run_1/gates.png
(2 px per µm)
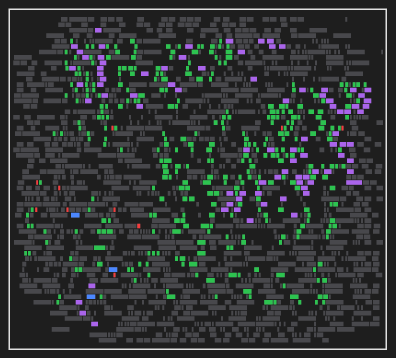
run_1/closeup.png
Region (74, 98) to (114, 138) µm. Cells in grey, sequential cells in the stronger grey; small squares are vias.
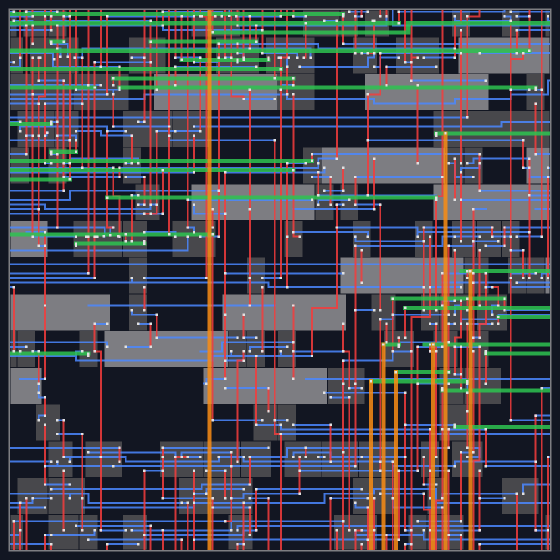
run_1/congestion_map.png
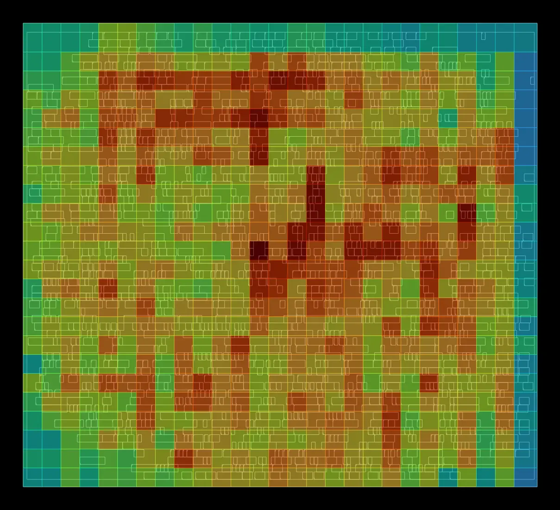
run_1/m2.png
(1.5 px per µm)
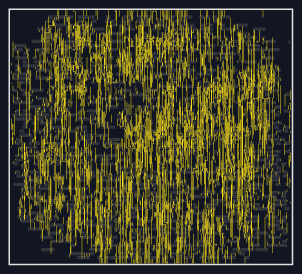
**config.mk**
```make
export PLATFORM = sky130hd
export DESIGN_NAME = mem_access_unit_flat
export DESIGN_NICKNAME = d
export VERILOG_FILES = /design/src/rtl/mem_access_unit_if.sv /design/src/rtl/mem_access_unit.sv /design/src/flat_wrapper.sv
export SDC_FILE = /design/constraint.sdc
export NUM_CORES = 1
export LEC_CHECK = 0
export CORE_ASPECT_RATIO = 0.9
export CORE_MARGIN = 1
export CORE_UTILIZATION = 40
export DETAILED_ROUTE_END_ITERATION = 12
export MAX_ROUTING_LAYER = met4
export SLEW_MARGIN = 40
export SYNTH_ARGS = -nofsm -noshare
export SYNTH_HDL_FRONTEND = slang
export SYNTH_SLANG_ARGS = --single-unit
```
**constraint.sdc**
```tcl
create_clock -name clk -period 3.12 [get_ports clk]
set_input_delay 0.78 -clock clk [delete_from_list [all_inputs] [get_ports clk]]
set_output_delay 0.78 -clock clk [all_outputs]
set_load 0.02 [all_outputs]
```
**src/rtl/mem_access_unit_if.sv**
```systemverilog
// Request/response and bus handshake bundle for mem_access_unit.
// slave = the load/store unit itself, master = the pipeline/bus environment.
interface mem_access_unit_if #(
   parameter int ADDR_WIDTH = 32,
   parameter int DATA_WIDTH = 32
);
   localparam int BE_WIDTH = DATA_WIDTH / 8;

   // pipeline request
   logic                  req_valid;
   logic                  req_ready;
   logic [1:0]            req_type;
   logic [2:0]            req_size;
   logic                  req_signed;
   logic [ADDR_WIDTH-1:0] req_addr;
   logic [31:0]           req_wdata;

   // bus port
   logic                  bus_req;
   logic                  bus_we;
   logic [BE_WIDTH-1:0]   bus_be;
   logic [ADDR_WIDTH-1:0] bus_addr;
   logic [DATA_WIDTH-1:0] bus_wdata;
   logic                  bus_ack;
   logic [DATA_WIDTH-1:0] bus_rdata;

   // response
   logic                  resp_valid;
   logic [31:0]           resp_data;
   logic                  resp_addr_err;
   logic                  resp_bus_err;
   logic                  busy;

   modport slave (
      input  req_valid, req_type, req_size, req_signed, req_addr, req_wdata,
      input  bus_ack, bus_rdata,
      output req_ready, bus_req, bus_we, bus_be, bus_addr, bus_wdata,
      output resp_valid, resp_data, resp_addr_err, resp_bus_err, busy
   );

   modport master (
      output req_valid, req_type, req_size, req_signed, req_addr, req_wdata,
      output bus_ack, bus_rdata,
      input  req_ready, bus_req, bus_we, bus_be, bus_addr, bus_wdata,
      input  resp_valid, resp_data, resp_addr_err, resp_bus_err, busy
   );
endinterface

```
**src/rtl/mem_access_unit.sv**
```systemverilog
// Multi-cycle load/store unit: alignment check, byte-lane steering for
// stores, load extension / LWL-LWR merge, bus hold with timeout.
module mem_access_unit #(
   parameter int ADDR_WIDTH = 32,
   parameter int DATA_WIDTH = 32,
   parameter int TIMEOUT    = 255
) (
   input  logic             clk,
   input  logic             rst,
   mem_access_unit_if.slave mif
);
   localparam int BE_WIDTH = DATA_WIDTH / 8;
   localparam logic [ADDR_WIDTH-1:0] ALIGN_MASK = ~ADDR_WIDTH'(BE_WIDTH - 1);
   localparam bit WIDE = (DATA_WIDTH == 64);

   typedef enum logic [1:0] {S_IDLE, S_BUS, S_RESP} state_t;
   typedef enum logic [2:0] {
      SZ_BYTE  = 3'd0,
      SZ_HALF  = 3'd1,
      SZ_FULL  = 3'd2,
      SZ_LEFT  = 3'd3,
      SZ_RIGHT = 3'd4
   } size_t;

   // latched request
   state_t      r_state;
   logic [31:0] r_cnt;
   logic        r_store;
   size_t       r_size;
   logic        r_signed;
   logic [1:0]  r_o;
   logic        r_hi;
   logic [31:0] r_rt;
   logic [31:0] r_addr32;

   // request decode
   logic                  w_load;
   logic                  w_store;
   logic                  w_misal;
   logic                  w_hi;
   size_t                 w_size;
   logic [1:0]            w_o;
   logic [1:0]            w_lsh;
   logic [3:0]            w_be4;
   logic [31:0]           w_wd32;
   logic [BE_WIDTH-1:0]   w_be;
   logic [DATA_WIDTH-1:0] w_wd;

   // load path
   logic [5:0]  w_rsh;
   logic [31:0] w_rd;
   logic [7:0]  w_b;
   logic [15:0] w_h;
   logic [31:0] w_res;
   logic        w_tmo;

   // Decode the incoming request and build the lane-positioned store image.
   always_comb begin
      w_load  = (mif.req_type == 2'd1);
      w_store = (mif.req_type == 2'd2);
      w_size  = (mif.req_size > 3'd4) ? SZ_FULL : size_t'(mif.req_size);
      w_o     = mif.req_addr[1:0];
      w_lsh   = 2'd3 - w_o;
      w_hi    = WIDE && mif.req_addr[2];
      w_misal = ((w_size == SZ_HALF) && w_o[0]) ||
                ((w_size == SZ_FULL) && (w_o != 2'd0));
      w_be4   = 4'b1111;
      w_wd32  = mif.req_wdata;
      case (w_size)
         SZ_BYTE: begin
            w_be4  = 4'b0001 << w_o;
            w_wd32 = {4{mif.req_wdata[7:0]}};
         end
         SZ_HALF: begin
            w_be4  = w_o[1] ? 4'b1100 : 4'b0011;
            w_wd32 = {2{mif.req_wdata[15:0]}};
         end
         // SWL: the top (o+1) bytes of rt land in the low lanes
         SZ_LEFT: begin
            w_be4  = 4'b1111 >> w_lsh;
            w_wd32 = mif.req_wdata >> {w_lsh, 3'b000};
         end
         // SWR: rt slides up by o bytes
         SZ_RIGHT: begin
            w_be4  = 4'b1111 << w_o;
            w_wd32 = mif.req_wdata << {w_o, 3'b000};
         end
         default: ;
      endcase
      // 64-bit bus: upper word lanes when addr[2] is set
      w_be = BE_WIDTH'(w_be4) << (w_hi ? 3'd4 : 3'd0);
      w_wd = DATA_WIDTH'(w_wd32) << (w_hi ? 6'd32 : 6'd0);
   end

   // Select the addressed word of the bus and form the load result.
   always_comb begin
      w_rsh = {r_hi, 5'b00000};
      w_rd  = 32'(mif.bus_rdata >> w_rsh);
      w_b   = w_rd[{r_o, 3'b000} +: 8];
      w_h   = w_rd[{r_o[1], 4'b0000} +: 16];
      w_res = w_rd;
      case (r_size)
         SZ_BYTE: w_res = {{24{r_signed & w_b[7]}}, w_b};
         SZ_HALF: w_res = {{16{r_signed & w_h[15]}}, w_h};
         SZ_LEFT: begin
            case (r_o)
               2'd0:    w_res = {w_rd[7:0],  r_rt[23:0]};
               2'd1:    w_res = {w_rd[15:0], r_rt[15:0]};
               2'd2:    w_res = {w_rd[23:0], r_rt[7:0]};
               default: w_res = w_rd;
            endcase
         end
         SZ_RIGHT: begin
            case (r_o)
               2'd0:    w_res = w_rd;
               2'd1:    w_res = {r_rt[31:24], w_rd[31:8]};
               2'd2:    w_res = {r_rt[31:16], w_rd[31:16]};
               default: w_res = {r_rt[31:8],  w_rd[31:24]};
            endcase
         end
         default: ;
      endcase
      // count reaching TIMEOUT on this cycle; ack still takes priority
      w_tmo = (TIMEOUT != 0) && (r_cnt == 32'(TIMEOUT - 1));
   end

   // Transaction FSM with all handshake/bus/response outputs registered.
   always_ff @(posedge clk or negedge rst) begin
      if (!rst) begin
         r_state           <= S_IDLE;
         r_cnt             <= '0;
         r_store           <= 1'b0;
         r_size            <= SZ_FULL;
         r_signed          <= 1'b0;
         r_o               <= '0;
         r_hi              <= 1'b0;
         r_rt              <= '0;
         r_addr32          <= '0;
         mif.req_ready     <= 1'b1;
         mif.busy          <= 1'b0;
         mif.bus_req       <= 1'b0;
         mif.bus_we        <= 1'b0;
         mif.bus_be        <= '0;
         mif.bus_addr      <= '0;
         mif.bus_wdata     <= '0;
         mif.resp_valid    <= 1'b0;
         mif.resp_data     <= '0;
         mif.resp_addr_err <= 1'b0;
         mif.resp_bus_err  <= 1'b0;
      end else begin
         case (r_state)
            S_IDLE: begin
               if (mif.req_valid) begin
                  r_store       <= w_store;
                  r_size        <= w_size;
                  r_signed      <= mif.req_signed;
                  r_o           <= w_o;
                  r_hi          <= w_hi;
                  r_rt          <= mif.req_wdata;
                  r_addr32      <= 32'(mif.req_addr);
                  r_cnt         <= '0;
                  mif.req_ready <= 1'b0;
                  mif.busy      <= 1'b1;
                  if ((w_load || w_store) && !w_misal) begin
                     r_state       <= S_BUS;
                     mif.bus_req   <= 1'b1;
                     mif.bus_we    <= w_store;
                     mif.bus_be    <= w_store ? w_be : '0;
                     mif.bus_addr  <= mif.req_addr & ALIGN_MASK;
                     mif.bus_wdata <= w_store ? w_wd : '0;
                  end else begin
                     // NOOP or misaligned: answer without touching the bus
                     r_state           <= S_RESP;
                     mif.resp_valid    <= 1'b1;
                     mif.resp_data     <= 32'(mif.req_addr);
                     mif.resp_addr_err <= w_load || w_store;
                     mif.resp_bus_err  <= 1'b0;
                  end
               end
            end
            S_BUS: begin
               if (mif.bus_ack || w_tmo) begin
                  r_state           <= S_RESP;
                  mif.bus_req       <= 1'b0;
                  mif.bus_we        <= 1'b0;
                  mif.bus_be        <= '0;
                  mif.resp_valid    <= 1'b1;
                  mif.resp_addr_err <= 1'b0;
                  mif.resp_bus_err  <= !mif.bus_ack;
                  mif.resp_data     <= (mif.bus_ack && !r_store) ? w_res : r_addr32;
               end else begin
                  r_cnt <= r_cnt + 32'd1;
               end
            end
            S_RESP: begin
               r_state        <= S_IDLE;
               mif.resp_valid <= 1'b0;
               mif.req_ready  <= 1'b1;
               mif.busy       <= 1'b0;
            end
            default: r_state <= S_IDLE;
         endcase
      end
   end
endmodule
```
**src/flat_wrapper.sv**
```systemverilog
// flat-port wrapper written by rule: the top's interface ports become plain ports
module mem_access_unit_flat 
#(
   parameter int ADDR_WIDTH = 32,
   parameter int DATA_WIDTH = 32,
   parameter int TIMEOUT    = 255
)
  (clk, rst, mif_req_valid, mif_req_type, mif_req_size, mif_req_signed, mif_req_addr, mif_req_wdata, mif_bus_ack, mif_bus_rdata, mif_req_ready, mif_bus_req, mif_bus_we, mif_bus_be, mif_bus_addr, mif_bus_wdata, mif_resp_valid, mif_resp_data, mif_resp_addr_err, mif_resp_bus_err, mif_busy);
  mem_access_unit_if #(.ADDR_WIDTH(ADDR_WIDTH), .DATA_WIDTH(DATA_WIDTH)) mif_i ();
  input  logic clk;
  input  logic rst;
  input wire logic [$bits(mif_i.req_valid)-1:0] mif_req_valid;
  input wire logic [$bits(mif_i.req_type)-1:0] mif_req_type;
  input wire logic [$bits(mif_i.req_size)-1:0] mif_req_size;
  input wire logic [$bits(mif_i.req_signed)-1:0] mif_req_signed;
  input wire logic [$bits(mif_i.req_addr)-1:0] mif_req_addr;
  input wire logic [$bits(mif_i.req_wdata)-1:0] mif_req_wdata;
  input wire logic [$bits(mif_i.bus_ack)-1:0] mif_bus_ack;
  input wire logic [$bits(mif_i.bus_rdata)-1:0] mif_bus_rdata;
  output wire logic [$bits(mif_i.req_ready)-1:0] mif_req_ready;
  output wire logic [$bits(mif_i.bus_req)-1:0] mif_bus_req;
  output wire logic [$bits(mif_i.bus_we)-1:0] mif_bus_we;
  output wire logic [$bits(mif_i.bus_be)-1:0] mif_bus_be;
  output wire logic [$bits(mif_i.bus_addr)-1:0] mif_bus_addr;
  output wire logic [$bits(mif_i.bus_wdata)-1:0] mif_bus_wdata;
  output wire logic [$bits(mif_i.resp_valid)-1:0] mif_resp_valid;
  output wire logic [$bits(mif_i.resp_data)-1:0] mif_resp_data;
  output wire logic [$bits(mif_i.resp_addr_err)-1:0] mif_resp_addr_err;
  output wire logic [$bits(mif_i.resp_bus_err)-1:0] mif_resp_bus_err;
  output wire logic [$bits(mif_i.busy)-1:0] mif_busy;
  assign mif_i.req_valid = mif_req_valid;
  assign mif_i.req_type = mif_req_type;
  assign mif_i.req_size = mif_req_size;
  assign mif_i.req_signed = mif_req_signed;
  assign mif_i.req_addr = mif_req_addr;
  assign mif_i.req_wdata = mif_req_wdata;
  assign mif_i.bus_ack = mif_bus_ack;
  assign mif_i.bus_rdata = mif_bus_rdata;
  assign mif_req_ready = mif_i.req_ready;
  assign mif_bus_req = mif_i.bus_req;
  assign mif_bus_we = mif_i.bus_we;
  assign mif_bus_be = mif_i.bus_be;
  assign mif_bus_addr = mif_i.bus_addr;
  assign mif_bus_wdata = mif_i.bus_wdata;
  assign mif_resp_valid = mif_i.resp_valid;
  assign mif_resp_data = mif_i.resp_data;
  assign mif_resp_addr_err = mif_i.resp_addr_err;
  assign mif_resp_bus_err = mif_i.resp_bus_err;
  assign mif_busy = mif_i.busy;
  mem_access_unit #(.ADDR_WIDTH(ADDR_WIDTH), .DATA_WIDTH(DATA_WIDTH), .TIMEOUT(TIMEOUT)) u_core (.clk(clk), .rst(rst), .mif(mif_i));
endmodule
```
==> reports/results.ini, run 1 <==
[floorplanning]
fp-row-count = 60
die_y_um = 169

[setup_path]
cp_common_cell = nand2_1
arrival_ns = 2.97
cp_max_fo = 23
crit_chain = clkinv_1 -> buf_4 -> nand2_1 -> nand2_1 -> o32ai_1 -> o221ai_1 -> a211oi_2

[timing]
layout_min_cycle_time_ns = 2.54
setup_violations = 0
max_slew_margin_pct = 49.5

[drt]
drt-initial-drc-count = 1138
drt_first_pass_iters = 9
ant_nets = 0
vias_per_cell = 5.75

[yosys]
synth_seq_share_pct = 41.9
synth.avg_cell_area_um2 = 8.27
synth-warning-count = 0
ys_area_um2 = 12400

[placement]
placed_area_um2 = 15400
place_congestion = 1.04
dp.cells = 2098

[cells_and_area]
num_antenna_cells = 0
sequential_cell_total = 208
inv_count = 10
clkCellAreaFrac_pct = 4.69
nFillCells = 2866
nets = 1830
seq-cell-share_pct = 32.3
n_clock_buffer = 39

[pwr]
internal_power_uw = 7330
swShare_pct = 39.3
p_comb_share_pct = 42.9

[grt]
grt_pass1_wl_um = 71800
grt_max_degree = 80
antenna_found_initial = 0

[min_path]
hold_class = in -> async

[cts]
postCtsHoldBufs = 0
clock-sinks = 208

[status]
outcome = complete, no violations

-- gates.png (at the start) --
Blue is fa/ha/maj cells, cells 3, most used ha_1. Purple is mux cells, cells 86, most used mux2i_1. Green is aoi and oai cells, cells 332, most used a21oi_1. Red is inv cells, cells 10, most used inv_1.
Non-Filler Instances: 2141
Commonest Layout Cell: nand2_1

-- closeup.png (at the start) --
Orange is M4. Blue is M1. Red is M2. Green is M3.
102 logic cells have their middle in the window. Most frequent: nand2_1 (27), dfrtp_1 (11), o21ai_0 (10). Netlist names of flops here include u_core.r_rt (7), u_core.mif.bus_wdata (3). Sequential cells in the window: 11.

-- congestion_map.png (at the start) --
final core utilization: 53.4%
busiest grt layer: met2

-- m2.png (at the start) --
The layer carries 19800 µm of wire. The longest straight run is 78.9 µm. 1441 nets have wire on it. The wires run mostly vertical.
final wirelength: 46200 µm
met2 GRT Util: 43.0%
Vias: 12303

run 1: power by group through the flow:
stage | registers [µW] | clock network, µW | logic (µW)
floorplan | 4520 | 0 | 2400
global placement | 4160 | 0 | 5100
detailed placement | 4150 | 0 | 5140
CTS | 4120 | 2820 | 5160
global route | 4220 | 2930 | 5570
finish | 4120 | 2760 | 5180
run 1: state kept, by name, indices dropped and copies added (netlist names), 2 cells and up:
register              cells
u_core.mif.bus_wdata     32
u_core.mif.resp_data     32
u_core.mif.bus_be         4
u_core.r_size             3
u_core.r_rt              32
u_core.r_cnt             32
u_core.r_state            2
u_core.r_addr32          32
u_core.mif.bus_addr      30
run 1: cell usage after synthesis (13+ instances only):
cell / count / share of area [%]
a211oi_2: 13 / 1.3
a21oi_1: 103 / 4.1
a22o_1: 37 / 2.6
a22oi_1: 17 / 1.0
buf_2: 30 / 1.2
clkbuf_1: 74 / 2.2
dfrtp_1: 206 / 41
mux2_2: 17 / 1.5
mux2i_1: 68 / 5.5
nand2_1: 366 / 11
nand2b_1: 15 / 0.76
nand3_1: 22 / 0.89
nand4_1: 14 / 0.70
nor2_1: 130 / 3.9
nor2b_1: 16 / 0.81
nor3_1: 51 / 2.1
o21ai_0: 74 / 3.0
o21ai_1: 13 / 0.52
o221ai_1: 24 / 1.7
o22ai_1: 18 / 0.91
run 1: logic make-up (layout without fill, tap and decap cells):
| family | count (synthesis) | count (layout) | share of synthesized area [%] |
|---|---|---|---|
| and+or+nand+nor | 673 | 673 | 23.7 |
| AOI/OAI and AO/OA | 388 | 388 | 21.1 |
| DFF | 208 | 208 | 41.9 |
| buffers and inverters | 126 | 360 | 4.48 |
| muxes | 86 | 86 | 7.20 |
| xor gates and xnor gates | 18 | 18 | 1.27 |
| adders and majority gates | 3 | 3 | 0.302 |
| other | 1 | 2 | 0.0302 |
run 1: worst paths after layout:
check | endpoint | slack [ns] | start | cells after the start
max | u_core.mif.resp_data[27] | 0.58 | u_core.r_addr32[1] | 7
min | u_core.mif.bus_addr[18] | 0.22 | rst | 1
max reg2reg | u_core.mif.resp_data[27] | 0.58 | u_core.r_addr32[1] | 7
min reg2reg | u_core.mif.bus_addr[18] | 0.47 | u_core.mif.bus_addr[18] | 2
max in group asynchronous | u_core.mif.req_ready | 2.10 | rst | 2
min in group clk | u_core.mif.bus_addr[18] | 0.47 | u_core.mif.bus_addr[18] | 2
run 1: metrics by stage:
| step | setup WS, ns | power, µW | hold WS, ns |
|---|---|---|---|
| 2_1_floorplan | 0.869 | 6920 | 0.440 |
| 3_3_place_gp | 0.0893 | 9250 | 0.458 |
| 3_5_place_dp | 0.148 | 9290 | 0.462 |
| 4_1_cts | 0.653 | 12100 | 0.241 |
| 5_1_grt | 0.405 | 12700 | 0.242 |
| 6_report | 0.580 | 12100 | 0.216 |
run 1: metal layers:
metal | track usage (%) | part of all wire [%] | wire length (µm)
met1 | 42.0 | 46 | 21300
met2 | 43.0 | 43 | 19800
met3 | 7.11 | 9.0 | 4150
met4 | 6.68 | 2.2 | 1010
met5 | - | 0 | 0
==> run 1 -> run 2 <==
- clock period: 3.12 -> 2.4 ns (I/O delays scaled with it)
==> reports/results.ini, run 2 <==
[timing]
layout_setup_ws_ns = 0.118  ; -0.462 ns
setup_violations = 0  ; unchanged

[setup_path]
r2r_end = u_core.mif.resp_data[29]
reg2regPathDepth = 8  ; +1
cp_max_fo = 8  ; -65%
cp-startpoint = mif_bus_rdata[15]
reg2reg_slack_ns = 0.12  ; -0.46 ns

[min_path]
hold_class = reg -> reg

[status]
outcome = complete, no violations

[drt]
ant_nets = 0  ; unchanged
vias_per_cell = 5.70  ; -0.85%
dr_total_vias = 12785  ; +3.9%

[cells_and_area]
num_antenna_cells = 0  ; unchanged

[pwr]
internal_power_uw = 9940  ; +36%
fin_total_pwr_uw = 16300  ; +35%

[yosys]
synth_seq_share_pct = 41.9  ; unchanged
synth-warning-count = 0  ; unchanged
ys_area_um2 = 12400  ; unchanged
top_cells_by_area = dfrtp_1 (41%), nand2_1 (11%), mux2i_1 (5.5%)

[floorplanning]
die_y_um = 169  ; unchanged

[placement]
place_congestion = 0.999  ; -4.3%
placed_area_um2 = 16300  ; +5.8%

## run 2: cell counts after synthesis
Identical to the previous run, type by type.
## run 2: area by class of cell
cell class	count	area, µm²
repair buffers	409	3860
well taps	403	504
flip-flops and latches	208	5210
fillers	2778	13100
multi-input cells	1170	6700
clock inverters	10	82.6
clock buffers	34	719
inverters	10	38.8
## run 2: repair_timing
action / 4_1_cts / 5_1_grt
endpoints found under the setup margin: 0 / 21
hold buffers: 1 / 0
hold endpoints to repair: 10 / 0
resized: 0 / 2
buffers inserted: 0 / 3
## run 2: worst min-delay path by stage
stage	start	endpoint	slack, ns	cells after the start
2_1_floorplan	rst	u_core.mif.bus_addr[10]	0.30	0
3_3_place_gp	u_core.mif.bus_addr[24]	u_core.mif.bus_addr[24]	0.46	2
3_5_place_dp	u_core.mif.bus_addr[20]	u_core.mif.bus_addr[20]	0.46	2
4_1_cts	u_core.mif.bus_addr[3]	u_core.mif.bus_addr[3]	0.48	2
5_1_grt	u_core.mif.bus_req	u_core.mif.bus_req	0.49	2
6_report	u_core.mif.bus_addr[3]	u_core.mif.bus_addr[3]	0.48	2
## run 2: per-layer routing
layer	share of wire (%)	global-route usage (%)	routed length, µm
met5	0	-	0
met4	2.5	7.49	1190
met3	7.2	4.40	3500
met2	44	46.4	21200
met1	46	44.9	22500
## run 2: critical path, delay by kind of cell
family / cells / cell delay, ns
buffers and inverters: 3 / 0.82
multiplexers: 1 / 0.31
AND-OR/OR-AND: 3 / 0.96
AND/OR/NAND/NOR: 1 / 0.04
## run 2: cell families (layout without fill, tap and decap cells)
logic type / after synthesis / count (layout) / share of synthesized area (%)
adders and majority gates: 3 / 3 / 0.302
buffers and inverters: 126 / 463 / 4.48
and+or+nand+nor: 673 / 673 / 23.7
AOI/OAI and AO/OA: 388 / 388 / 21.1
DFF: 208 / 208 / 41.9
muxes: 86 / 86 / 7.20
xor gates and xnor gates: 18 / 18 / 1.27
other: 1 / 2 / 0.0302
## run 2: per-stage QoR
step	std cells	hold WS (ns)	TNS [ns]
2_1_floorplan	1504	0.304	0
3_3_place_gp	2196	0.456	-12.62
3_5_place_dp	2196	0.461	-14.76
4_1_cts	2241	0.477	0
5_1_grt	2244	0.492	0
6_report	2244	0.475	0
## run 2: power groups by stage
stage / logic, µW / registers, µW / clock network (µW)
floorplan: 3120 / 5880 / 0
global placement: 7150 / 5350 / 0
detailed placement: 7190 / 5350 / 0
CTS: 7230 / 5310 / 3810
global route: 7790 / 5420 / 3930
finish: 7250 / 5310 / 3730
run_2/gates.png
(2 px per µm)
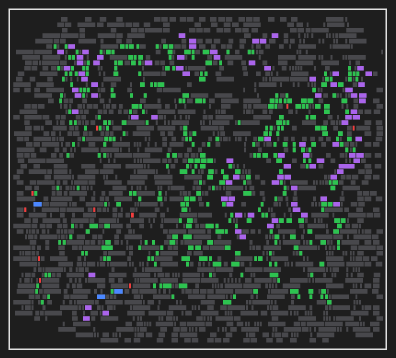
Blue is fa/ha/maj cells, cells 3, most used ha_1. Red is inv cells, cells 10, most used inv_1. Green is aoi and oai cells, cells 332, most used a21oi_1. Purple is mux cells, cells 86, most used mux2i_1.
Comb/total area: 39.1%
Non-Filler Instances: 2244

run_2/congestion_map.png
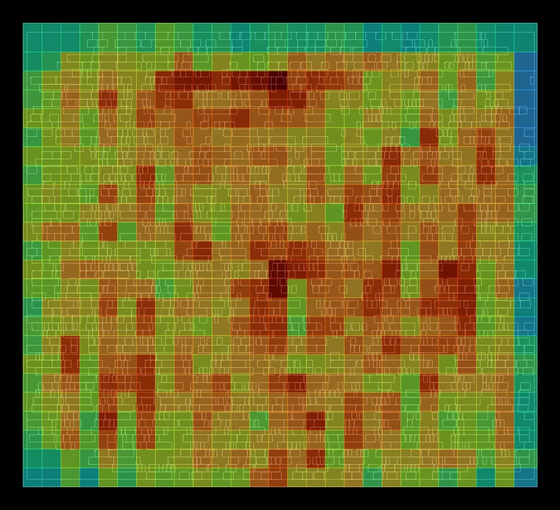
M1 GR Usage: 44.9%
GR Util All Layers: 31.3%
Routed WL per cell: 21.6 µm
GR Util met3: 4.40%
final core utilization: 56.6%

No activity file was given, so power comes from the tool's default toggle rates.
